Design gcd_controller, sky130hd; sources not shown.
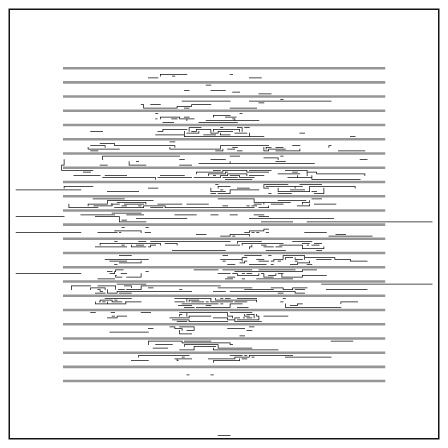
**Above:** run 1 (the metal 1 layer).
Supply wires on this layer in gray.
- longest straight run: 23.9 µm
- nets with wire on the layer: 142
vias: 1179
met1 GRT Util: 12.2%
final wirelength: 3310 µm

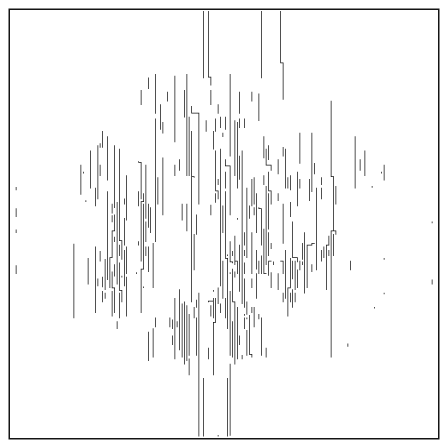
**Above:** run 1 (M2 wires).
- main direction: vertical
- longest straight run: 32.6 µm
- wire length on this layer: 1460 µm
- share of all routed wire: 44%
met2 Use GR: 16.5%

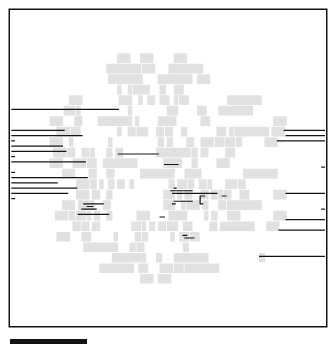
**Above:** run 1 (signal wires on met3).
The bar under the picture is 20 µm long.
- longest straight run: 27.6 µm
- wire length on this layer: 316 µm
- share of all routed wire: 9.6%
- main direction: horizontal
GR met3 Demand/Resource: 3.82%

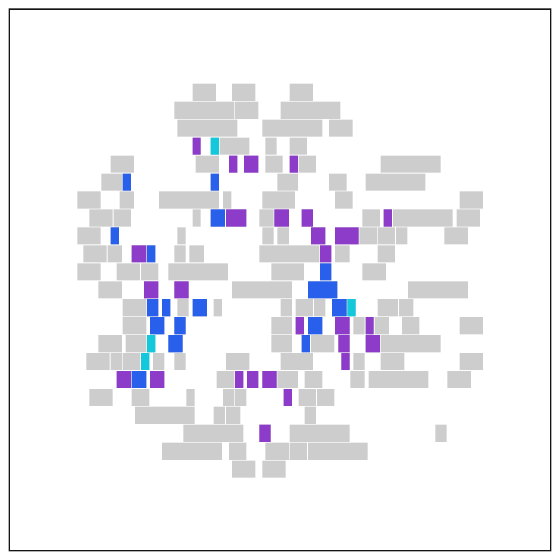
**Above:** run 1 (selected gate families).
- inv cells: cyan (cells 4; most used inv_1)
- nor cells: blue (cells 17; most used nor2_1)
- nand cells: purple (cells 27; most used nand2_1; where center)
Commonest Layout Cell: clkdlybuf4s50_1
fraction of area in multi-input gates: 40.9%
non-filler cells, final: 211

==> results.cfg, run 1 <==
; implementation run metrics
[timing]
final.setup.worst_slack_ns = 1.20
max-slew-margin-rel_pct = 43.1
setup_viol = 0

[routing]
routed_via_density = 5.59
drt-wirelength-per-cell_um = 15.7
detail-route-antenna-nets = 0

[final_layout]
inv_count = 4
area_growth_pct = 35.0
top_area_cell_class = multi-input combinational cells
seq_cells = 19
final.fill_count = 407
logic_gates = 100

[yosys]
ys_cells = 129
syn_nets = 137
yosysMostFrequentCell = dfrtp_1
common_cells = dfrtp_1 (19), nand2_1 (9), o31ai_1 (8)
ys_types = 37
ff_type = dfrtp_1

[critical_path]
worstSetupStartpointType = register
critPathArrivalTime_ns = 2.00
timing.critical_path.buf_inv = 2
critPathSlowestCell = clkdlybuf4s50_1
required_ns = 3.20
cp_slowest_stage_delay_ns = 0.60

[pwr]
sequentialPowerShare_pct = 47.0
p_leak_uw = 0.000553
power.total_uw = 435

[run_status]
status = completed

[placed_design]
dp_slack_ns = 1.47
hpwlAfterDp_um = 2490
port_buffers = 30
dpl_cell_area_mm2 = 0.00151

[grt]
antenna_found_initial = 0

[floorplan]
fp.dieW_um = 81.8

[clocking]
clkSlewWorstSetupHoldPaths_ns = 0.08
ctsHoldBuffers = 0
run 1: logic make-up after synthesis:
logic type      Yosys count  synth area share, %
fa+ha+maj                 1                 1.09
compound gates           39                 22.5
mux                       2                 1.74
xor+xnor                  1                0.763
flops                    19                 41.4
simple gates             57                 29.1
buf+inv                  10                 3.38
run 1: metal layers:
layer  part of all wire [%]  wire length (µm)
met3                    9.5               316
met1                     45              1500
met2                     44              1460
met4                   0.88                29
met5                      0                 0
run 1: power by group through the flow:
stage | logic (µW) | clock network (µW) | registers (µW)
after CTS | 94.7 | 142 | 204
after global routing | 102 | 147 | 206
final | 92.6 | 138 | 204
after global placement | 93.1 | 0 | 208
after floorplan | 45.9 | 0 | 211
after detailed placement | 93.7 | 0 | 208
==> run 2: changes to the inputs <==
--- a/config.mk
+++ b/config.mk
@@ -10,7 +10,7 @@
 export CORE_UTILIZATION = 30
 export DETAILED_ROUTE_END_ITERATION = 10
 export GPL_TIMING_DRIVEN = 0
-export PLACE_DENSITY = 0.55
+export PLACE_DENSITY = 0.57
 export SLEW_MARGIN = 30
 export SYNTH_ARGS = -nofsm -noshare
 export SYNTH_HDL_FRONTEND = slang
==> constraint.sdc (replaced) <==
create_clock -name clk -period 2.3 [get_ports clk]
set_input_delay 0.46 -clock clk [delete_from_list [all_inputs] [get_ports clk]]
set_output_delay 0.46 -clock clk [all_outputs]
set_load 0.02 [all_outputs]
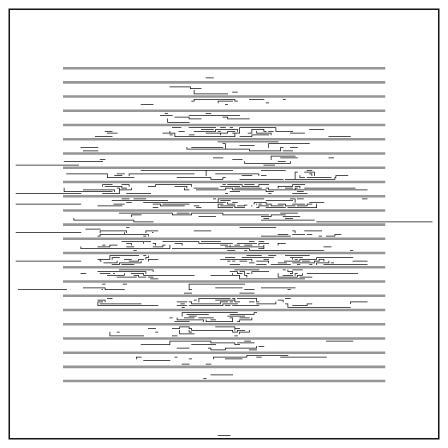
**Above:** run 2 (the metal 1 layer).
Supply wires on this layer in gray.
- main direction: horizontal
- longest straight run: 22.1 µm
- wire length on this layer: 1470 µm
met1 GRT Util: 12.8%
final wirelength: 3210 µm
vias: 1131

==> run 2 against run 1 <==
Worst setup slack worse by 1.1 ns; global-route usage rose by 0.18 points; sequential power grew 77%; hold slack got worse by 0.34 ns; first-iteration DRC count up 60%; sequential cell count unchanged; clock power up 75%; largest power group unchanged; via count is 4.1% lower.
==> results.cfg, run 2 <==
; implementation run metrics
[run_status]
status = completed

[yosys]
numSynthFlops = 19
ys_types = 37
yosys_warnings = 0
common_cells = dfrtp_1 (19), nand2_1 (9), o31ai_1 (8)
yosysMostFrequentCell = dfrtp_1
logic_family = simple AND/OR/NAND/NOR gates
ys_top_cells_by_area = dfrtp_1 (41%), o31ai_1 (5.2%), nand4_1 (3.3%)
adder_share_pct = 1.09
simple_gate_share_pct = 29.1
ys_chip_area_mm2 = 0.00115
top_area_share_pct = 41.4
syn_nets = 137
aoi_share_pct = 22.5
ys_seq_share_pct = 41.4
ys_sh_mux_pct = 1.74
ys_cells = 129
synthXorXnorAreaFrac_pct = 0.763
syn_area_per_cell_um2 = 8.89
syn_inst = 129
ff_type = dfrtp_1

[clocking]
cts_max_path_buffers = 2
ctsHoldBuffers = 0
cts_setup_buffers = 0
clkSlewWorstSetupHoldPaths_ns = 0.07
clock_sinks = 19

[timing]
finalCriticalPeriod_ns = 2.17
final-hold-violation-count = 0
final.setup.worst_slack_ns = 0.130
fin_worst_hold_slack_ns = 0.135
max-slew-margin-rel_pct = 49.5
setup_viol = 0

[pwr]
power.total_uw = 750
vdd.ir_drop.worst_uv = 191
p_leak_uw = 0.000639

[final_layout]
area_growth_pct = 36.0
drive_gt1_share_pct = 7.41
lay_top_count = clkdlybuf4s50_1
n_antenna_cell = 0
fin_cells = 210
fin_area_mm2 = 0.00156
layout_top_cells = clkdlybuf4s50_1 (23), dfrtp_1 (19), nand2_1 (9), o31ai_1 (8)
largest_reg_flops = 16

[floorplan]
fp.dieW_um = 81.8
chip_area_mm2 = 0.00670
rows = 22
initial_utilization_pct = 31.1

[grt]
antenna_found_initial = 0
top_usage_layer = met2
grt_util_met3_pct = 3.06
globalRoute.totalOverflow = 0
grt_pass1_wl_um = 5490
grt_start_max_net_pins = 20
grt_usage_pct = 10.3

[routing]
m1WireLength_um = 1470
routed_via_density = 5.39
drt_pre_antenna_iters = 4
wl_met2_um = 1430
wl_met3_um = 243
detail-route-antenna-nets = 0
drt-wirelength-per-cell_um = 15.3
maxUsedRoutingLayer = met4
drc = 0

[placed_design]
place_inst = 207
port_buffers = 30
dpl_cell_area_mm2 = 0.00151
gp_congestion = 0.850
dp_slack_ns = 0.135
hpwlAfterDp_um = 2360

[critical_path]
r2r_cells = 5
critPathArrivalTime_ns = 1.71
timing.critical_path.buf_inv = 2
worstSetupStartpointType = register
required_ns = 1.84
path_class = register to output port
cp_slowest_stage_delay_ns = 0.62
cp_cell_sequence = clkbuf_2 > xnor2_1 > nor2_1 > clkdlybuf4s50_1
critPathSlowestCell = clkdlybuf4s50_1
end_kind = output port
reg2reg_slack_ns = 0.22
critPathTopFamily = buffers and inverters

[job]
cap_violations = 0
tool_warnings = 26
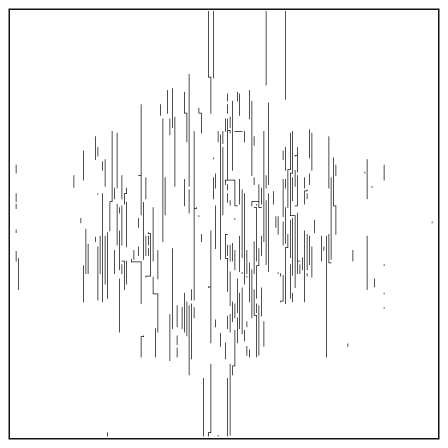
**Above:** run 2 (M2 wires).
- longest straight run: 32.3 µm
- nets with wire on the layer: 139
- wire length on this layer: 1430 µm
- main direction: vertical
- share of all routed wire: 44%
met2 Use GR: 15.4%

-- run 2: cell type report --
class / instances / area (µm²)
clock buffer: 4 / 45.0
timing repair buffer: 30 / 299
multi-input combinational: 100 / 642
fill: 381 / 2130
tap: 48 / 60.1
sequential: 19 / 475
buffer: 5 / 23.8
inverter: 4 / 15.0
-- run 2: power by group --
part / internal (µW) / leakage (µW) / switching [µW] / total [µW]
Sequential: 345 / 0.000263 / 15.9 / 361
Combinational: 63.5 / 0.000353 / 85.4 / 149
Clock: 123 / 0.0000228 / 117 / 241
Total: 532 / 0.000639 / 218 / 750
-- run 2: worst reg2reg max path, cell delays in order, from the launching register on --
cell and delay, ns:
dfrtp_1 0.45, nand3_2 0.18, or4_1 0.55, buf_2 0.17, or4_1 0.49, a21oi_1 0.17
Power is estimated from default activity; no workload was simulated.
